File: config.mk
export PLATFORM = sky130hd
export DESIGN_NAME = mul_share_arbiter
export DESIGN_NICKNAME = d
export VERILOG_FILES = /design/src/rtl/mul_share_arbiter.sv
export SDC_FILE = /design/constraint.sdc
export NUM_CORES = 1
export LEC_CHECK = 0
export ABC_AREA = 1
export CORE_ASPECT_RATIO = 0.6
export CORE_MARGIN = 5
export CORE_UTILIZATION = 40
export DETAILED_ROUTE_END_ITERATION = 7
export GPL_ROUTABILITY_DRIVEN = 0
export PLACE_DENSITY = 0.79
export SLEW_MARGIN = 30
export SYNTH_ARGS = -nofsm -noshare
export SYNTH_HDL_FRONTEND = slang
export SYNTH_SLANG_ARGS = --single-unit
File: constraint.sdc
create_clock -name clk -period 1.8 [get_ports clk]
set_input_delay 0.27 -clock clk [delete_from_list [all_inputs] [get_ports clk]]
set_output_delay 0.27 -clock clk [all_outputs]
set_load 0.005 [all_outputs]
File: src/rtl/mul_share_arbiter.sv
`default_nettype none
// ============================================================================
// Module      : mul_share_arbiter
// Description : Shares one iterative shift-add signed multiplier among NREQ
//               requesters. Arbitrates between requesters, latches the
//               winner's operands, clears and times the multiplier, then
//               returns the product through a valid/ready response port.
// Ports       : clk, rst_n                  - clock, async active-low reset
//               req, a_in, b_in, gnt        - requester side
//               rsp_valid/ready/id/data     - response side
//               mul_rst, mul_a, mul_b,
//               mul_acc, mul_done           - multiplier side
// Config      : MUL_ARB_FIXED_PRIO_EN - when defined, fixed priority with the
//               lowest index winning; otherwise round-robin.
// Revision    : 1.0 - initial release
// ============================================================================
module mul_share_arbiter #(
    parameter int N    = 5,
    parameter int M    = 6,
    parameter int NREQ = 4
) (
    input  logic                   clk,
    input  logic                   rst_n,
    input  logic [NREQ-1:0]        req,
    input  logic [NREQ*N-1:0]      a_in,
    input  logic [NREQ*M-1:0]      b_in,
    output logic [NREQ-1:0]        gnt,
    output logic                   rsp_valid,
    input  logic                   rsp_ready,
    output logic [$clog2(NREQ)-1:0] rsp_id,
    output logic [N+M:0]           rsp_data,
    output logic                   mul_rst,
    output logic [N-1:0]           mul_a,
    output logic [M-1:0]           mul_b,
    input  logic [N+M:0]           mul_acc,
    input  logic                   mul_done
);

    localparam int IDW = $clog2(NREQ);
    localparam int PW  = N + M + 1;

    localparam logic [1:0] S_IDLE  = 2'd0;
    localparam logic [1:0] S_CLEAR = 2'd1;
    localparam logic [1:0] S_RUN   = 2'd2;
    localparam logic [1:0] S_RESP  = 2'd3;

    logic [1:0]      state_q,     state_d;
    logic [NREQ-1:0] gnt_q,       gnt_d;
    logic            rsp_valid_q, rsp_valid_d;
    logic [IDW-1:0]  rsp_id_q,    rsp_id_d;
    logic [PW-1:0]   rsp_data_q,  rsp_data_d;
    logic            mul_rst_q,   mul_rst_d;
    logic [N-1:0]    mul_a_q,     mul_a_d;
    logic [M-1:0]    mul_b_q,     mul_b_d;

    // Arbitration results
    logic            w_lo_found;
    logic [IDW-1:0]  w_lo_idx;
    logic [IDW-1:0]  w_win;
    logic [N-1:0]    w_win_a;
    logic [M-1:0]    w_win_b;

`ifndef MUL_ARB_FIXED_PRIO_EN
    logic [IDW-1:0]  rr_ptr_q, rr_ptr_d;
    logic            w_hi_found;
    logic [IDW-1:0]  w_hi_idx;
`endif

    // Winner search. The lowest active index is the fixed-priority winner.
    // For round-robin, the lowest active index above rr_ptr wins; if none
    // exists the search wraps and the lowest active index wins.
    always_comb begin
        w_lo_found = 1'b0;
        w_lo_idx   = '0;
`ifndef MUL_ARB_FIXED_PRIO_EN
        w_hi_found = 1'b0;
        w_hi_idx   = '0;
`endif
        for (int j = 0; j < NREQ; j++) begin
            if (req[j]) begin
                if (!w_lo_found) begin
                    w_lo_found = 1'b1;
                    w_lo_idx   = IDW'(j);
                end
`ifndef MUL_ARB_FIXED_PRIO_EN
                if (!w_hi_found && (j > int'(rr_ptr_q))) begin
                    w_hi_found = 1'b1;
                    w_hi_idx   = IDW'(j);
                end
`endif
            end
        end
`ifdef MUL_ARB_FIXED_PRIO_EN
        w_win = w_lo_idx;
`else
        w_win = w_hi_found ? w_hi_idx : w_lo_idx;
`endif
    end

    // Operand mux for the selected requester
    always_comb begin
        w_win_a = '0;
        w_win_b = '0;
        for (int j = 0; j < NREQ; j++) begin
            if (w_win == IDW'(j)) begin
                w_win_a = a_in[j*N +: N];
                w_win_b = b_in[j*M +: M];
            end
        end
    end

    always_comb begin
        state_d     = state_q;
        gnt_d       = '0;
        rsp_valid_d = rsp_valid_q;
        rsp_id_d    = rsp_id_q;
        rsp_data_d  = rsp_data_q;
        mul_rst_d   = mul_rst_q;
        mul_a_d     = mul_a_q;
        mul_b_d     = mul_b_q;
`ifndef MUL_ARB_FIXED_PRIO_EN
        rr_ptr_d    = rr_ptr_q;
`endif
        case (state_q)
            S_IDLE: begin
                mul_rst_d = 1'b1;
                if (|req) begin
                    gnt_d    = NREQ'(1) << w_win;
                    mul_a_d  = w_win_a;
                    mul_b_d  = w_win_b;
                    rsp_id_d = w_win;
`ifndef MUL_ARB_FIXED_PRIO_EN
                    rr_ptr_d = w_win;
`endif
                    state_d  = S_CLEAR;
                end
            end
            S_CLEAR: begin
                // Multiplier is cleared at this edge; release it for RUN.
                mul_rst_d = 1'b0;
                state_d   = S_RUN;
            end
            S_RUN: begin
                // Capture on the first done edge: the multiplier keeps
                // accumulating afterwards, so later values are garbage.
                if (mul_done) begin
                    rsp_data_d  = mul_acc;
                    rsp_valid_d = 1'b1;
                    mul_rst_d   = 1'b1;
                    state_d     = S_RESP;
                end
            end
            S_RESP: begin
                mul_rst_d = 1'b1;
                if (rsp_ready) begin
                    rsp_valid_d = 1'b0;
                    state_d     = S_IDLE;
                end
            end
            default: begin
                mul_rst_d = 1'b1;
                state_d   = S_IDLE;
            end
        endcase
    end

    always_ff @(posedge clk or negedge rst_n) begin
        if (!rst_n) begin
            state_q     <= S_IDLE;
            gnt_q       <= '0;
            rsp_valid_q <= 1'b0;
            rsp_id_q    <= '0;
            rsp_data_q  <= '0;
            mul_rst_q   <= 1'b1;
            mul_a_q     <= '0;
            mul_b_q     <= '0;
`ifndef MUL_ARB_FIXED_PRIO_EN
            rr_ptr_q    <= IDW'(NREQ - 1);
`endif
        end else begin
            state_q     <= state_d;
            gnt_q       <= gnt_d;
            rsp_valid_q <= rsp_valid_d;
            rsp_id_q    <= rsp_id_d;
            rsp_data_q  <= rsp_data_d;
            mul_rst_q   <= mul_rst_d;
            mul_a_q     <= mul_a_d;
            mul_b_q     <= mul_b_d;
`ifndef MUL_ARB_FIXED_PRIO_EN
            rr_ptr_q    <= rr_ptr_d;
`endif
        end
    end

    assign gnt       = gnt_q;
    assign rsp_valid = rsp_valid_q;
    assign rsp_id    = rsp_id_q;
    assign rsp_data  = rsp_data_q;
    assign mul_rst   = mul_rst_q;
    assign mul_a     = mul_a_q;
    assign mul_b     = mul_b_q;

endmodule
`default_nettype wire

==> run_1/power_grid.png <==
Pins as bars on the die edge.
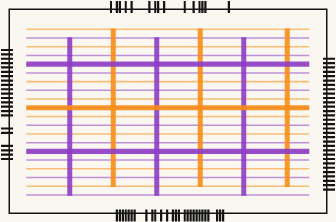
net	colour
VDD	orange
VSS	purple
signal pins	95
met5 straps	3
met1 rails	20
maximum vdd ir drop: 0.773 mV
die width: 98.6 µm
floorplan core area: 4560 µm²

==> run_1/placement_by_type.png <==
Scale bar: 20 µm.
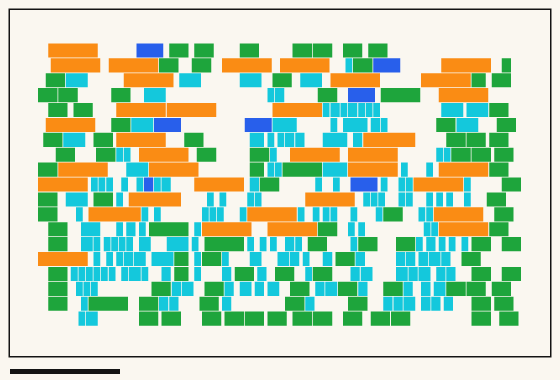
class	colour	cells	share of their area
combinational and other logic	cyan	184	32%
flops	orange	35	30%
clock drivers and dummy loads	blue	7	2.9%
other buffers and delay cells	green	103	36%
total non-filler cell area in the finished layout: 3050 µm²
Util after Layout: 66.8%
Seq/total area: 28.8%
Site Rows: 19

==> commit_impl_results.txt, run 1 <==
Add synthesis and place-and-route results

- The flow ran to the end, and the final reports show no timing, DRC or antenna violations.
- The OpenROAD report gives the critical path a required time of 1.53 ns.
- Half-perimeter wire length of the detailed placement result: 4210 µm
* Post-route worst setup slack: 0.224 ns
- The number of antenna violations at the first check in global routing came to 0.
* Final net count: 397
* Via density per instance: 4.81
- DR WL/cell: 13.7 µm
- Number of fill cells in the layout: 407
* Basic-gate share of the synthesized area counting and, or, nand and nor cells: 33.8%
* Final critical-path required period: 1.58 ns
- Timing analysis after detailed placement gives a worst setup slack of -0.0391 ns.
- Critical Path, Cell by Cell: clkdlybuf4s50_1
* Critical path class: reg2out
* Number of maximum-capacitance constraint violations: 0
- Count of clock-net buffers in the final layout: 6
- After global routing the overflow that remains totals 0.
* Path depth of the worst reg2reg path: 5
- Total design power: 4.54 mW
- First-pass GRT wire length: 8860 µm
* Total of warnings raised by yosys: 0
* Fin Setup TNS: 0 ns
- Main area contributors: sky130_fd_sc_hd__dfrtp_1 43%, sky130_fd_sc_hd__nand2_1 9.0%, sky130_fd_sc_hd__nand3_1 8.8%, sky130_fd_sc_hd__nor2_1 8.4%, sky130_fd_sc_hd__mux2_2 7.2%
- The first detailed-routing pass took 5 iterations.
* Post-synthesis cell type count: 22
- Met1 Track Usage GR: 23.8%
- Synthesis inferred 35 register bits.
- The cell type that accounts for the most area after synthesis is sky130_fd_sc_hd__dfrtp_1.
* Number of slew-limit violations in the final report: 0
- FF/Latch Area: 880 µm²
- After Yosys synthesis, XOR and XNOR cells account for 0% of the synthesized area.
* # IOs: 95
- Worst setup SP type: flip-flop
- Clock tree buffers and inverters occupy 2.87% of the routed design's cell area.
- Static timing analysis puts the maximum clock frequency at 634 MHz.
* Delay of the slowest cell on the worst path: 0.53 ns
- Highest routing layer actually used: met4
- The number of nets handed over by synthesis was 298.
- Final Skew: 0.00173 ns
- Hold_ws: 0.0162 ns
- Most frequent cell after synthesis: sky130_fd_sc_hd__nand2_1
- Count of clock tree sinks: 35
* H-tree levels: 2
* Met3 Usage GRT: 7.28%
- Of the synthesized area, sequential elements account for 46.7%.
- The post-route netlist has 13.1% of its cells at a drive strength greater than 1.
* Share of cell area taken by multi-input logic gates: 28.6%
- Non-clock inverters in the final layout number 17.
- Clock tree synthesis inserted a total of 5 buffers.
- In the final layout, the multi-input gates occupy 873 µm².
- The flow reported a cell area power density of 1490 nW/µm².
- Slew Limit Headroom: 70.5%
- Entering global routing, the biggest net connects 36 pins.
- Total cell area reported by yosys after synthesis: 1880 µm²
- Worst Max-Slew Pin Slew: 0.443 ns
* Vias in the first global route: 1863
- In this run the static leakage power is 1.37 nW.
* Clock Pin Slew Worst Setup and Hold Paths: 0.07 ns
- TritonCTS clock tree: built
- The worst path uses 87.6% of the clock period.
- The timing report notes that buffer and inverter cells on the critical path total 1.
* Sequential cells: 35
- R2R Setup Slk: 0.26 ns
* Highest net fanout along the worst path: 2
- Looking at the clock tree report, the root buffer type is sky130_fd_sc_hd__clkbuf_8.
- Non-clk buf share: 35.0%
- Synthesized-area fraction occupied by ao, oa, aoi and oai cells: 2.79%
==> run_1/clk_routes.png <==
Scale bar: 20 µm.
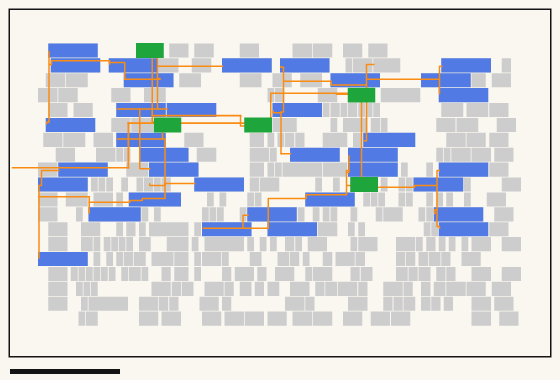
[clock wires] orange | length: 443 µm
[clock drivers] green | count: 5
[flip-flops] blue | count: 35
routed clock nets	6
Clk Latency, worst-skew pair: 0.28 ns
Clock Power: 0.566 mW

==> run_1/wires.png <==
Only two layers are drawn.
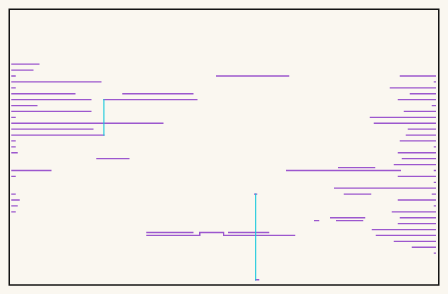
layer	colour	wire length
metal 3	purple	581 µm
metal 4	cyan	27.9 µm
DRT Wirelength: 5350 µm
total routing usage reported by global routing: 17.7%

## run 1: worst max path at each step
stage | start | to | slack, ns | cells after the start
2_1_floorplan | state_q[0] | rsp_data[10] | 0.36 | 5
3_3_place_gp | req[3] | mul_a[2] | 0.05 | 10
3_5_place_dp | req[2] | mul_a[3] | -0.04 | 11
4_1_cts | mul_rst | mul_rst | 0.20 | 1
5_1_grt | req[2] | mul_a[3] | 0.11 | 11
6_report | mul_rst | mul_rst | 0.22 | 1
## run 1: report_power, final
group	internal, mW	switching, mW	total (mW)
clock	0.300	0.266	0.566
sequential	1.20	0.211	1.41
combinational	1.40	1.17	2.57
total	2.90	1.64	4.54
==> run_1/clocks.png <==
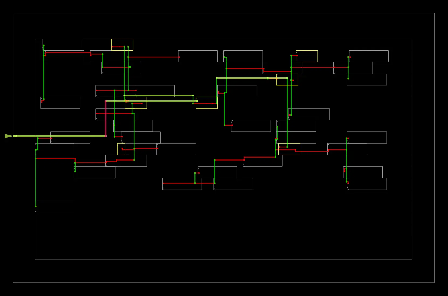

==> inputs of run 2 (changes only) <==
--- a/config.mk
+++ b/config.mk
@@ -11,7 +11,7 @@
 export CORE_UTILIZATION = 40
 export DETAILED_ROUTE_END_ITERATION = 7
 export GPL_ROUTABILITY_DRIVEN = 0
-export PLACE_DENSITY = 0.79
+export PLACE_DENSITY_LB_ADDON = 0.08
 export SLEW_MARGIN = 30
 export SYNTH_ARGS = -nofsm -noshare
 export SYNTH_HDL_FRONTEND = slang
==> run_2/clocks.png <==
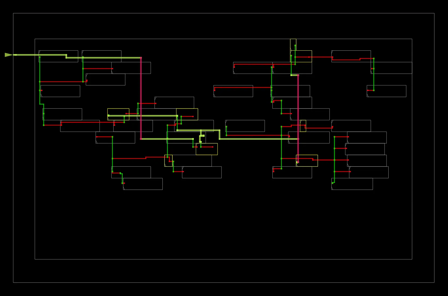
Clock Power: 0.535 mW
sequential cells: 35
Final Skew: 0.00692 ns
count of clock tree sinks: 35

==> run_2/placement_by_type.png <==
Scale bar: 20 µm.
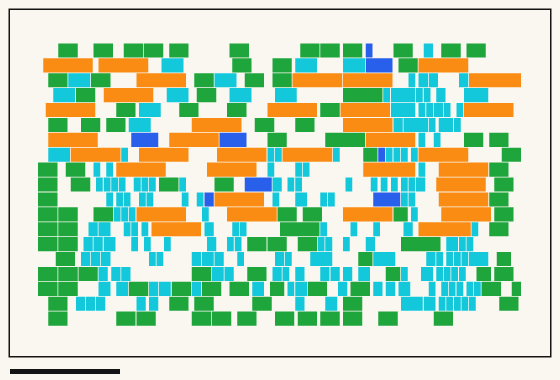
class	colour	cells	share of their area
flops	orange	35	30%
clock drivers and dummy loads	blue	8	2.7%
other buffers and delay cells	green	105	36%
combinational and other logic	cyan	184	32%
total non-filler cell area in the finished layout: 3050 µm²
Util after Layout: 66.8%
Seq/total area: 28.8%

==> run_2/power_grid.png <==
Pins as bars on the die edge.
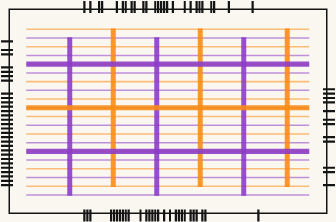
net	colour
VSS	purple
VDD	orange
signal pins	95
met4 straps	6
met1 rails	20
met5 straps	3
die extent in y: 63.1 µm
maximum vdd ir drop: 0.895 mV

==> run 2 against run 1 <==
Net effect: die area stayed put; sequential cell count stayed put; highest routed layer unchanged; combinational power hardly changed; clock skew is 0.0052 ns higher.
==> commit_impl_results.txt, run 2 <==
Add synthesis and place-and-route results

- Worst reg2reg startpoint: rr_ptr_q[0]
* Total cell area reported by yosys after synthesis: 1880 µm² (unchanged)
* Power share of the combinational group: 56.8% (+0.3 points)
- The sequential share of power was 31.3% (+0.3 points).
* Gate count of the mapped netlist: 230
* Number of non-clock buffers: 105
- Via density per instance: 4.71 (-2.0%)
- The tally of yosys warning messages was 0 (unchanged).
- After Yosys synthesis, full adders, half adders and majority gates account for 2.66% of the synthesized area.
* Slew Limit Headroom: 71.6% (+1.1 points)
* Netlist Area Pre-Place: 1880 µm²
- The synthesized design contains 0 enable-type register cells.
- Floorplan core area: 4560 µm² (unchanged)
- Pin count of the biggest net entering global routing: 36 (unchanged)
* TritonCTS clock tree: built
- Path depth of the worst reg2reg path: 9 (+4)
- The tally of clock buffers in the finished layout is 7 (+1).
* Synth area leader: sky130_fd_sc_hd__dfrtp_1
* Synthesized netlist net count: 298 (unchanged)
- Number of port buffers: 94
- Per the post-route antenna check, the number of violating nets is 0.
* Setup repair after global routing missed its margin: no
* Vias in the first global route: 1788 (-4.0%)
- The number of antenna violations at the first check in global routing came to 0 (unchanged).
- The cell depth of the worst setup path is 9 (+8).
* CTS Buf Count: 5 (unchanged)
* H-tree levels: 2 (unchanged)
* First-pass GRT wire length: 8450 µm (-4.7%)
- By instance count after routing, the leading logic cell types are 93 x sky130_fd_sc_hd__clkdlybuf4s50_1, 45 x sky130_fd_sc_hd__nand2_1, 42 x sky130_fd_sc_hd__nor2_1.
- The maximum fanout along the worst path was 15 (+13).
- Worst Max-Slew Pin Slew: 0.427 ns (-0.0161 ns)
* Cell at the root of the clock tree: sky130_fd_sc_hd__clkbuf_8
- Internal cell power: 2.86 mW (-1.4%)
- Number of maximum-capacitance constraint violations: 0 (unchanged)
* FF/Latch Area: 880 µm² (unchanged)
- Warning total across the stage logs: 29
- The number of top-level design ports is 95 (unchanged).
- Total met2 wirelength after detailed routing: 2300 µm
- Avg Synthesized Cell Area: 8.19 µm²
- Share of cell area taken by multi-input logic gates: 28.8% (+0.15 points)
- Req. time, crit path: 2.01 ns (+0.48 ns)
- The net switching power is 1.63 mW (-0.71%).
- In this run, post-CTS repair resized a total of 0 instances.
- The x dimension of the die came to 98.6 µm (unchanged).
* Switching part of the total power: 36.3% (+0.16 points)
- Critical Path, Cell by Cell: nand2_1 > nand2_1 > nand3_1 > nand2_4 > buf_4 > nand3_1 > nand3_1 > nor2_1 > nor2_1
- Met3 wire len: 424 µm
- Category of cells accounting for the largest share of critical-path delay: simple AND/OR/NAND/NOR gates
- Capturing point of the worst reg2reg path: mul_a[0]
- The first-pass iteration count of the detailed router was 4 (-1).
- The upper clock frequency limit was 621 MHz (-2.1%).
- Number of slew-limit violations in the final report: 0 (unchanged)
- Main area contributors: sky130_fd_sc_hd__dfrtp_1 43%, sky130_fd_sc_hd__nand2_1 9.0%, sky130_fd_sc_hd__nand3_1 8.8%, sky130_fd_sc_hd__nor2_1 8.4%, sky130_fd_sc_hd__mux2_2 7.2%
- DRT Wirelength: 4990 µm (-6.8%)
- XOR/XNOR Area Share: 0% (unchanged)
- Final critical-path required period: 1.61 ns (+0.0335 ns)
- The fraction of layout cells with a size suffix above 1 came to 13.3% (+0.18 points).
* Met1 Track Usage GR: 22.3% (-1.6 points)
- The synthesis run shows multiplexers occupying 7.18% of the cell area.
- The largest incremental delay on the critical path is 0.55 ns (+0.02 ns).
- Flip-flop count of the largest register, all copies and words added: 12
- The total power draw is 4.49 mW (-1.1%).
* Site Rows: 19 (unchanged)
- The met3 global-route usage came to 6.39% (-0.88 points).
- The synth_stat.txt file lists the number of cells as 230.
- The total of flip-flops plus latches after synthesis was 35 (unchanged).
- The logic area is 878 µm² (+0.57%).
* Critical path's most frequent cell: sky130_fd_sc_hd__nand3_1
- Combinational power: 2.55 mW (about the same)
* Highest routing layer actually used: met4
- Share of async-settable or async-resettable flops after synthesis: 100%
- Largest Pwr Group: combinational logic
- The routed length per placed instance is 12.6 µm (-7.5%).
- Yosys reports that the most numerous cell types are 45 x sky130_fd_sc_hd__nand2_1, 42 x sky130_fd_sc_hd__nor2_1, 33 x sky130_fd_sc_hd__nand3_1, 32 x sky130_fd_sc_hd__dfrtp_1, 15 x sky130_fd_sc_hd__inv_1.
- Number of fill cells in the layout: 399 (-2.0%)
* Final worst path period share: 89.4% (+1.9 points)
- Data arrival, critical path: 1.82 ns
* Die area: 6220 µm²
- Post-synthesis cell type count: 22 (unchanged)
* Synthesized-area fraction occupied by ao, oa, aoi and oai cells: 2.79% (unchanged)
* Inserted tap cell count: 63
- Power per unit of standard cell area: 1470 nW/µm² (-1.2%)
* Non-clk buf share: 35.0% (+0.068 points)
* Final net count: 399 (+0.50%)
- Total routing usage reported by global routing: 16.7% (-1.0 points)
- Clock share of power: 11.9% (-0.6 points)
- Clock Pin Slew Worst Setup and Hold Paths: 0.07 ns (about the same)
* R2R Setup Slk: 0.19 ns (-0.07 ns)
- The clock insertion delay at the later pin of the skew report is 0.28 ns (about the same).
- Worst setup SP type: flip-flop
- In the setup report, the worst path falls into the class reg2reg.
- Basic-gate share of the synthesized area counting and, or, nand and nor cells: 33.8% (unchanged)
- Inverter count: 17 (unchanged)
- The fraction of area in clock buffers and inverters came to 2.67% (-0.21 points).
- The global routing stage identified its most utilized layer as met2.
- OpenSTA lists the critical path endpoint as mul_a[0].
- Prevailing post-synth register cell: sky130_fd_sc_hd__dfrtp_1
- The final global-route overflow total came to 0 (unchanged).
- The reported sequential group power was 1.40 mW (about the same).
* Lkg Pwr: 1.37 nW (+0.16%)
* Half-perimeter wire length of the detailed placement result: 4040 µm (-4.1%)
* Total of endpoints with negative setup slack in the final report: 0
- FP Util: 41.3%
- Most frequent cell after synthesis: sky130_fd_sc_hd__nand2_1
- The worst path buffer plus inverter count was 1 (unchanged).
- Result of the run: finished, final reports clean
- According to the timing report, the critical path is launched from rr_ptr_q[0].
* Crit path max-delay cell type: sky130_fd_sc_hd__dfstp_2
- Part of the Yosys area used for sequential elements: 46.7% (unchanged)
- Initial detailed-routing violation count: 54
run 2: cell counts after synthesis:
Identical to the previous run, type by type.
run 2: worst min path at each step:
| stage | start | end | depth (start not counted) |
|---|---|---|---|
| global route | rst_n | rsp_id[1] | 2 |
| floorplan | rst_n | gnt[0] | 0 |
| global placement | rst_n | gnt[3] | 2 |
| detailed placement | rst_n | gnt[3] | 2 |
| finish | rst_n | gnt[3] | 2 |
| CTS | rst_n | gnt[3] | 2 |
run 2: metrics by stage:
stage	std cells	worst slack (ns)	setup TNS [ns]	hold WS [ns]	area (µm²)
final	395	0.190	0	0.00709	3050
after global placement	387	-0.0652	-0.261	0.331	2960
after detailed placement	387	-0.0684	-0.417	0.337	2960
after CTS	395	0.164	0	0.0267	3050
after global routing	395	0.0243	0	0.0575	3050
after floorplan	230	0.358	0	-0.0256	1880
==> run_2/clk_routes.png <==
Scale bar: 20 µm.
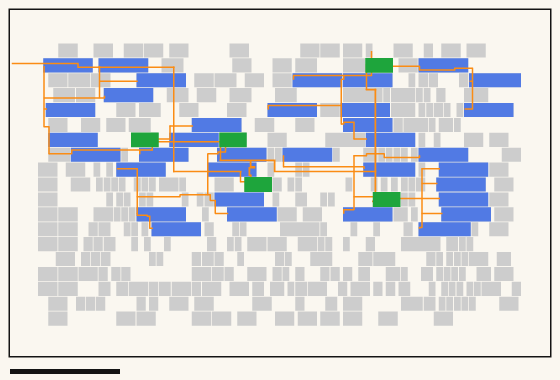

==> inputs of run 3 (changes only) <==
--- a/config.mk
+++ b/config.mk
@@ -12,6 +12,7 @@
 export DETAILED_ROUTE_END_ITERATION = 7
 export GPL_ROUTABILITY_DRIVEN = 0
 export PLACE_DENSITY_LB_ADDON = 0.08
+export REMOVE_ABC_BUFFERS = 1
 export SLEW_MARGIN = 30
 export SYNTH_ARGS = -nofsm -noshare
 export SYNTH_HDL_FRONTEND = slang
==> run_3/clk_routes.png <==
Scale bar: 20 µm.
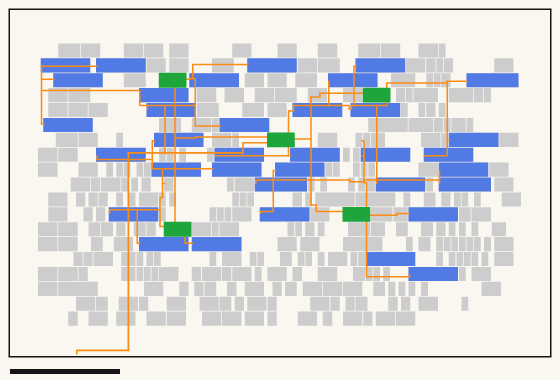
[clock wires] orange | length: 521 µm
[clock drivers] green | count: 5
[flip-flops] blue | count: 35
routed clock nets	6
Clock Power: 0.553 mW
clock share of power: 12.3%
Final Skew: 0.00686 ns

==> run_3/wires.png <==
Only two layers are drawn.
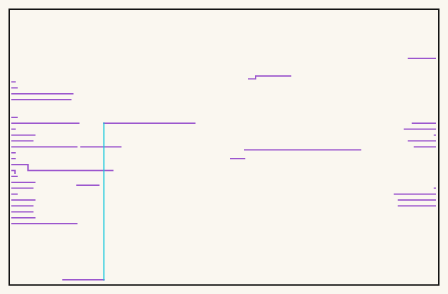
layer	colour	wire length
metal 3	purple	288 µm
metal 4	cyan	36.0 µm
DRT Wirelength: 5280 µm
via count of the routed design: 1836

==> run_3/power_grid.png <==
Pins as bars on the die edge.
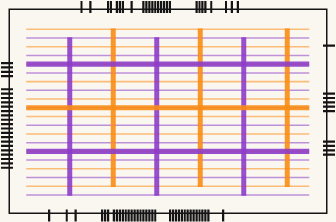
net	colour
VSS	purple
VDD	orange
met1 rails	20
rows	19
signal pins	95
met4 straps	6
maximum vdd ir drop: 0.862 mV

==> run 3 against run 2 <==
Net effect: utilization grew 0.055 points; count of clock-buffer cells in the layout stayed put; worst setup slack worse by 0.015 ns; sequential cell count unchanged; largest cell class unchanged; highest routed layer unchanged.
==> commit_impl_results.txt, run 3 <==
Add synthesis and place-and-route results

* Most frequent cell after synthesis: sky130_fd_sc_hd__nand2_1
* Slew Limit Headroom: 65.6% (-5.9 points)
* Power share of the combinational group: 56.7% (about the same)
* Half-perimeter wire length of the detailed placement result: 4090 µm (+1.2%)
- Largest Pwr Group: combinational logic
- In the layout the commonest cells are 93 x sky130_fd_sc_hd__clkdlybuf4s50_1, 45 x sky130_fd_sc_hd__nand2_1, 42 x sky130_fd_sc_hd__nor2_1.
- In this run the critical register-to-register path is captured at rsp_data[8].
- The total of flip-flops plus latches after synthesis was 35 (unchanged).
- The core footprint was 4560 µm² (unchanged).
- FP Util: 41.3% (unchanged)
* Critical Path, Cell by Cell: inv_1 > ha_1 > nand2_1 > mux2_2
- The fraction of synthesized area in multiplexers came to 7.18% (unchanged).
- The time the final worst path needs with I/O delays and setup came to 1.62 ns (+0.0145 ns).
* FF/Latch Area: 880 µm² (unchanged)
- Gate count of the mapped netlist: 230 (unchanged)
* Number of cells in the finished layout apart from fillers: 394 (-0.25%)
* Critical path class: reg2reg
- The chip height is 63.1 µm (unchanged).
* Worst setup SP type: flip-flop
* Highest routing layer actually used: met4
- Net switching power figure: 1.65 mW (+0.99%)
* Placed instance count: 385 (-0.52%)
* Initial detailed-routing violation count: 58 (+7.4%)
- The clock edge transition at the registers on the reported setup and hold paths came to 0.07 ns (about the same).
- Per STA, the worst path accumulates the most delay in the family simple AND/OR/NAND/NOR gates.
* Vias in the first global route: 1802 (+0.78%)
- Buffer and inverter count on the worst path: 1 (unchanged)
- OpenSTA lists the critical path startpoint as state_q[0].
* # IOs: 95 (unchanged)
* Avg Synthesized Cell Area: 8.19 µm² (unchanged)
- The signal arrival time at the worst endpoint was 1.80 ns (-0.02 ns).
* Power share of the sequential group: 31.0% (-0.3 points)
- Total non-filler cell area in the finished layout: 3050 µm² (about the same)
- Lkg Pwr: 1.37 nW (-0.28%)
* Antenna violations before repair: 0 (unchanged)
- The number of flip-flops under the largest register name came to 12 (unchanged).
* Worst setup path endpoint: rsp_data[8]
- Setup repair after global routing left no endpoint under its margin.
- The number of placement rows is 19 (unchanged).
* Residual overflow from global routing: 0 (unchanged)
- The buffer count excluding the clock tree in the final layout is 104 (-0.95%).
- Worst-case setup slack after placement: 0.000233 ns (+0.0686 ns)
* Prevailing post-synth register cell: sky130_fd_sc_hd__dfrtp_1
- Sequential cells: 35 (unchanged)
- The number of fill cells in the layout came to 382 (-4.3%).
* Part of the Yosys area used for sequential elements: 46.7% (unchanged)
* Worst Max-Slew Pin Slew: 0.514 ns (+0.0878 ns)
- The synthesis area per yosys came to 1880 µm² (unchanged).
* Seq/total area: 28.8% (about the same)
- Fin Setup TNS: 0 ns (unchanged)
- The total number of clock tree sinks came to 35 (unchanged).
- Path depth of the worst reg2reg path: 4 (-5)
* ANT nets after route: 0 (unchanged)
- The clock insertion delay at the later pin of the skew report was 0.28 ns (about the same).
- Worst reg2reg startpoint: state_q[0]
* Pin count of the biggest net entering global routing: 36 (unchanged)
* Util after Layout: 66.9% (about the same)
* TritonCTS clock tree: built
- The wire length of the first global-routing pass came to 8740 µm (+3.5%).
- Synthesized-area fraction occupied by adder cells: 2.66% (unchanged)
* Switching part of the total power: 36.6% (+0.29 points)
* Clock network share of area: 2.66% (about the same)
- Maximum frequency from static timing analysis: 616 MHz (-0.89%)
- Total routing usage reported by global routing: 17.9% (+1.2 points)
- Synth area leader: sky130_fd_sc_hd__dfrtp_1
* Post-synthesis cell type count: 22 (unchanged)
- Yosys stat cell total: 230 (unchanged)
- Main area contributors: sky130_fd_sc_hd__dfrtp_1 43%, sky130_fd_sc_hd__nand2_1 9.0%, sky130_fd_sc_hd__nand3_1 8.8%, sky130_fd_sc_hd__nor2_1 8.4%, sky130_fd_sc_hd__mux2_2 7.2%
- Result of the run: finished, final reports clean
- Most frequent cells after synthesis: 45 x sky130_fd_sc_hd__nand2_1, 42 x sky130_fd_sc_hd__nor2_1, 33 x sky130_fd_sc_hd__nand3_1, 32 x sky130_fd_sc_hd__dfrtp_1, 15 x sky130_fd_sc_hd__inv_1
- R2R Setup Slk: 0.18 ns (about the same)
- Most utilized layer in the global route result: met2
- H-tree levels: 2 (unchanged)
- The number of logic inverters in the finished layout is 17 (unchanged).
- DR WL/cell: 13.4 µm (+6.1%)
- Hold_ws: 0.476 ns (+0.469 ns)
- The mean number of vias per cell came to 4.66 (-1.1%).
- The multi-input logic portion of the cell area was 28.6% (-0.19 points).
- The fraction of layout cells with a size suffix above 1 was 12.7% (-0.56 points).
- Delay of the slowest cell on the worst path: 0.41 ns (-0.14 ns)
- The cell depth of the worst setup path was 4 (-5).
- The post-place instance area is 2960 µm² (about the same).
* Crit path max-delay cell type: sky130_fd_sc_hd__nand2_1
- The smallest setup slack after layout was 0.176 ns (-0.0145 ns).
- The number of nets in the layout was 398 (-0.25%).
* Netlist Area Pre-Place: 1880 µm² (unchanged)
- Combinational power: 2.55 mW (about the same)
- The data required time of the worst path came to 1.97 ns (-0.04 ns).
- Die area: 6220 µm² (unchanged)
- Warning total across the stage logs: 28 (-3.4%)
==> run 3: netlist changes by cell type in the layout (fill, tap and decap cells not counted) <==
| cell | change |
|---|---|
| sky130_fd_sc_hd__dlygate4sd3_1 | +1 |
| sky130_fd_sc_hd__nand2_4 | -1 |
| sky130_fd_sc_hd__buf_12 | +1 |
| sky130_fd_sc_hd__buf_4 | -3 |
| sky130_fd_sc_hd__nand2_2 | +1 |
==> run 3: repair_timing <==
action / CTS / global route
hold buffers: 1 / 0
setup endpoints to repair: 0 / 0
endpoints found under the hold margin: 32 / 0
resized: 0 / 0
==> run 3: cells by family after synthesis <==
| group | count (synthesis) |
|---|---|
| muxes | 12 |
| buffers and inverters | 28 |
| AOI/OAI and AO/OA | 10 |
| adders and majority gates | 4 |
| DFF | 35 |
| and+or+nand+nor | 141 |
Power is estimated from default activity; no workload was simulated.
